$ cat config.mk
export PLATFORM = sky130hd
export DESIGN_NAME = pipeif_fetchq
export DESIGN_NICKNAME = d
export VERILOG_FILES = /design/src/rtl/pipeif_fetchq.sv
export SDC_FILE = /design/constraint.sdc
export NUM_CORES = 1
export LEC_CHECK = 0
export CORE_ASPECT_RATIO = 0.6
export CORE_MARGIN = 1
export CORE_UTILIZATION = 56
export CTS_BUF_LIST = sky130_fd_sc_hd__clkbuf_4 sky130_fd_sc_hd__clkbuf_8 sky130_fd_sc_hd__clkbuf_16
export DETAILED_ROUTE_END_ITERATION = 10
export PLACE_DENSITY_LB_ADDON = 0.2
export SYNTH_ARGS = -nofsm -noshare
export SYNTH_HDL_FRONTEND = slang
export SYNTH_SLANG_ARGS = --single-unit
$ cat constraint.sdc
create_clock -name clock -period 8.2 [get_ports clock]
set_clock_uncertainty 0.15 [all_clocks]
set_input_delay 1.64 -clock clock [delete_from_list [all_inputs] [get_ports clock]]
set_output_delay 1.64 -clock clock [all_outputs]
set_load 0.005 [all_outputs]
$ cat src/rtl/pipeif_fetchq.sv
// Instruction-fetch stage: fetch PC register, next-PC select and a DEPTH-entry
// queue of {pc, instruction} pairs that decouples IF from ID.
module pipeif_fetchq #(
    parameter int unsigned      WIDTH    = 32,
    parameter int unsigned      DEPTH    = 4,
    parameter logic [WIDTH-1:0] RESET_PC = '0
) (
    input  logic                     clock,
    input  logic                     resetn,
    input  logic [1:0]               pcsource,
    input  logic [WIDTH-1:0]         bpc,
    input  logic [WIDTH-1:0]         rpc,
    input  logic [WIDTH-1:0]         jpc,
    output logic [WIDTH-1:0]         imem_addr,
    input  logic [WIDTH-1:0]         imem_rdata,
    input  logic                     dec_ready,
    output logic                     dec_valid,
    output logic [WIDTH-1:0]         inst,
    output logic [WIDTH-1:0]         inst_pc,
    output logic [WIDTH-1:0]         pc4,
    output logic [$clog2(DEPTH):0]   count
);

    localparam int unsigned AW = $clog2(DEPTH);
    localparam int unsigned CW = AW + 1;

    typedef enum logic [1:0] {
        PC_SEQ    = 2'b00,
        PC_BRANCH = 2'b01,
        PC_REG    = 2'b10,
        PC_JUMP   = 2'b11
    } pcsel_e;

    pcsel_e           w_sel;
    logic [WIDTH-1:0] r_pc;
    logic [WIDTH-1:0] w_pc_plus4;
    logic [WIDTH-1:0] w_pc_next;
    logic [WIDTH-1:0] r_q_inst [DEPTH];
    logic [WIDTH-1:0] r_q_pc   [DEPTH];
    logic [AW-1:0]    r_head;
    logic [AW-1:0]    r_tail;
    logic [CW-1:0]    r_count;
    logic             w_redirect;
    logic             w_full;
    logic             w_pop;
    logic             w_push;

    assign w_sel      = pcsel_e'(pcsource);
    assign w_redirect = (w_sel != PC_SEQ);
    assign w_full     = (r_count == CW'(DEPTH));
    assign w_pop      = dec_valid & dec_ready;
    // A pop frees the slot the push writes into, so full+pop still fetches.
    assign w_push     = ~w_redirect & (~w_full | w_pop);
    assign w_pc_plus4 = r_pc + WIDTH'(4);

    always_comb begin
        w_pc_next = r_pc;
        unique case (w_sel)
            PC_BRANCH: w_pc_next = bpc;
            PC_REG:    w_pc_next = rpc;
            PC_JUMP:   w_pc_next = jpc;
            default: begin
                if (w_push) begin
                    w_pc_next = w_pc_plus4;
                end
            end
        endcase
    end

    always_ff @(posedge clock or negedge resetn) begin
        if (!resetn) begin
            r_pc    <= RESET_PC;
            r_head  <= '0;
            r_tail  <= '0;
            r_count <= '0;
        end else begin
            r_pc <= w_pc_next;
            if (w_redirect) begin
                r_head  <= '0;
                r_tail  <= '0;
                r_count <= '0;
            end else begin
                if (w_push) begin
                    r_tail <= r_tail + AW'(1);
                end
                if (w_pop) begin
                    r_head <= r_head + AW'(1);
                end
                if (w_push && !w_pop) begin
                    r_count <= r_count + CW'(1);
                end else if (w_pop && !w_push) begin
                    r_count <= r_count - CW'(1);
                end
            end
        end
    end

    // Entry storage needs no reset: the head is masked while the queue is empty.
    always_ff @(posedge clock) begin
        if (w_push) begin
            r_q_inst[r_tail] <= imem_rdata;
            r_q_pc[r_tail]   <= r_pc;
        end
    end

    assign imem_addr = r_pc;
    assign count     = r_count;
    assign dec_valid = (r_count != '0);
    assign inst      = dec_valid ? r_q_inst[r_head] : '0;
    assign inst_pc   = dec_valid ? r_q_pc[r_head] : '0;
    assign pc4       = dec_valid ? (r_q_pc[r_head] + WIDTH'(4)) : '0;

endmodule

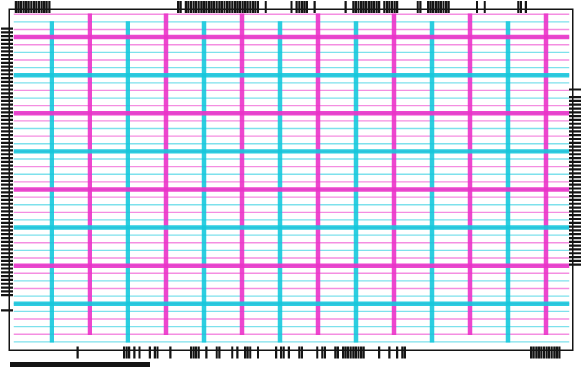
Figure 1: run 1, PDN straps and rails.
The bar under the picture is 50 um long. Pins as bars on the die edge.
VDD -> magenta
VSS -> cyan
signal pins = 265
met4 straps = 14
met1 rails = 44
met5 straps = 8
core area: 23190 um^2
die height: 121.2 um
Max VDD drop: 0.1603 mV
Die X: 200.7 um

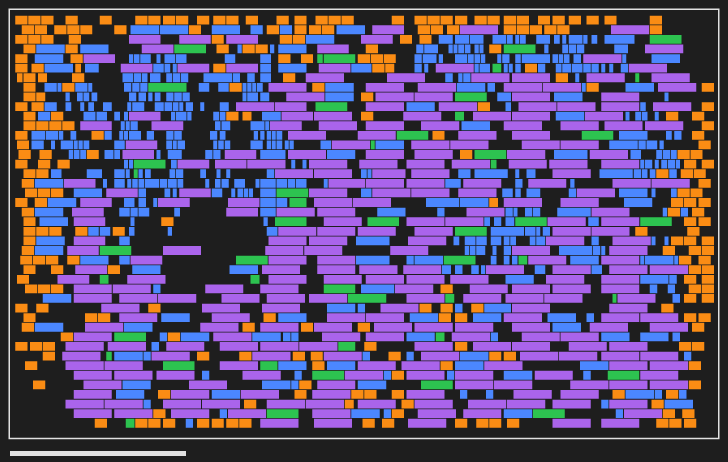
Figure 2: run 1, placed cells, one colour a class.
The bar under the picture is 50 um long.
other buffers and delay cells -> orange  # cells 270, share of their area 16%
all other logic -> blue  # cells 470, share of their area 26%
flip-flops -> purple  # cells 295, share of their area 52%
clock drivers and dummy loads -> green  # cells 47, share of their area 5.2%
Final Core Density: 73.29%
Core Rows: 43
Final Instance Area: 17000 um^2
Seq area share: 51.01%

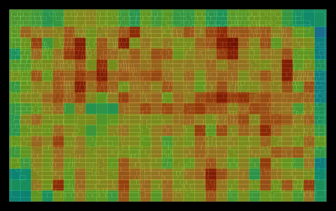
Figure 3: run 1, track usage over the die.
M3 GR Usage: 7.197%
met1 Use GR: 41.28%
WL/cell: 23.10 um

==> impl_metrics.csv, run 1 <==
group,metric,value,unit
yosys,yosys.area_share.simple,9.982,%
setup_path,path_depth,7,
place,dpl.cell_count,1350,
drt,viasPerCell,6.001,
cells_and_area,logic_gates,450,
cells_and_area,comb_share,25.38,%
cells_and_area,clockBufferCount,37,
floorplan,fp-utilization,57.19,%
job,max_cap_viol_count,0,
final_timing,setup_tns,0,ps
global_routing,antenna_found_initial,0,
cells_and_area,syn2layout_area_growth,28.15,%
drt,drtIter0Drc,784,
setup_path,r2r_slack,5050,ps
outcome,outcome,"complete, no violations",
yosys,top_cells_by_count,"edfxtp_1 (256), mux4_2 (76), and2_1 (64)",
clocking,clk_pin_slew,60,ps
setup_path,r2r_start,"count[2]$_DFFE_PN0P_",
pwr,p_clk_share,34.9,%
cells_and_area,fin_cells,1397,
final_timing,setup_viol,0,
==> run 2, diff against run 1 <==
Settings changed: CORE_UTILIZATION 56 to 52.
Clock period 8.2 ns to 6.15 ns, I/O delays scaled along.
==> run 2 against run 1 <==
Register-to-register slack got worse by 1900 ps. Synthesized cell count stayed put. Count of clock-buffer cells in the layout fell by 3. Highest routed layer unchanged.
==> impl_metrics.csv, run 2 <==
group,metric,value,unit
drt,drtIter0Drc,1062,
cells_and_area,seq_share,50.45,%
cells_and_area,comb_share,25.10,%
floorplan,fp.dieW,208.2,um
clocking,post_cts_buffers,0,
pwr,powerDensity,288.8,nW/um^2
setup_path,path_depth,6,
drt,viasPerCell,5.969,
setup_path,r2r_start,"count[2]$_DFFE_PN0P_",
cells_and_area,clockBufferCount,34,
place,dpl.cell_count,1363,
final_timing,setup_tns,0,ps
global_routing,antenna_found_initial,1,
clocking,clk_pin_slew,70,ps
setup_path,r2r_slack,3160,ps
cells_and_area,logic_gates,450,
cells_and_area,syn2layout_area_growth,29.56,%
cells_and_area,fin_cells,1412,
cells_and_area,utilization,69.82,%
yosys,ys_seq_elements,295,
final_timing,setup_viol,0,
final_timing,fmax,183.8,MHz
place,post-dp-hpwl,22930,um
cells_and_area,final_area,17180,um^2
outcome,outcome,"complete, no violations",
job,max_cap_viol_count,0,
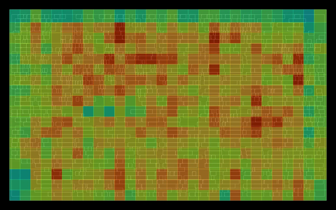
Figure 4: run 2, track usage over the die.
met1 Use GR: 40.43%
M3 GR Usage: 5.661%

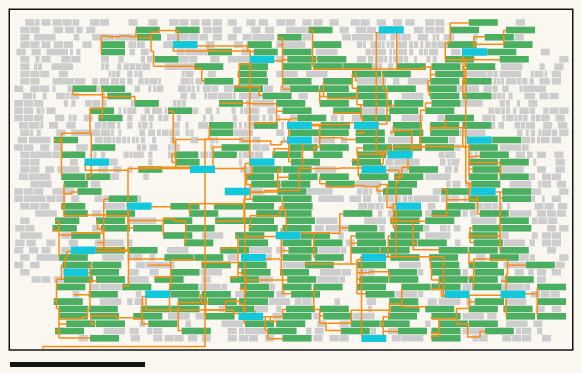
Figure 5: run 2, routed clock nets over the placement.
The bar under the picture is 50 um long.
clock wires -> orange  # length 3130 um
flip-flops -> green  # count 295
cells driving clock nets -> cyan  # count 27
flops lie = widely spread
routed clock nets = 28
clock power share: 37.6%
power of the clock network: 0.00186 W
Latency at later pin: 530 ps

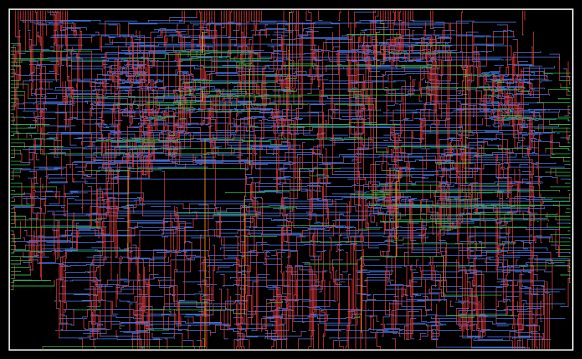
Figure 6: run 2, signal wires by layer.
met3 -> green  # wire length 3140 um
met1 -> blue  # wire length 15400 um
met4 -> orange  # wire length 435 um
met2 -> red  # wire length 14400 um
WL/cell: 23.61 um
vias: 8428
Routed WL: 33340 um

Power is estimated from default activity; no workload was simulated.
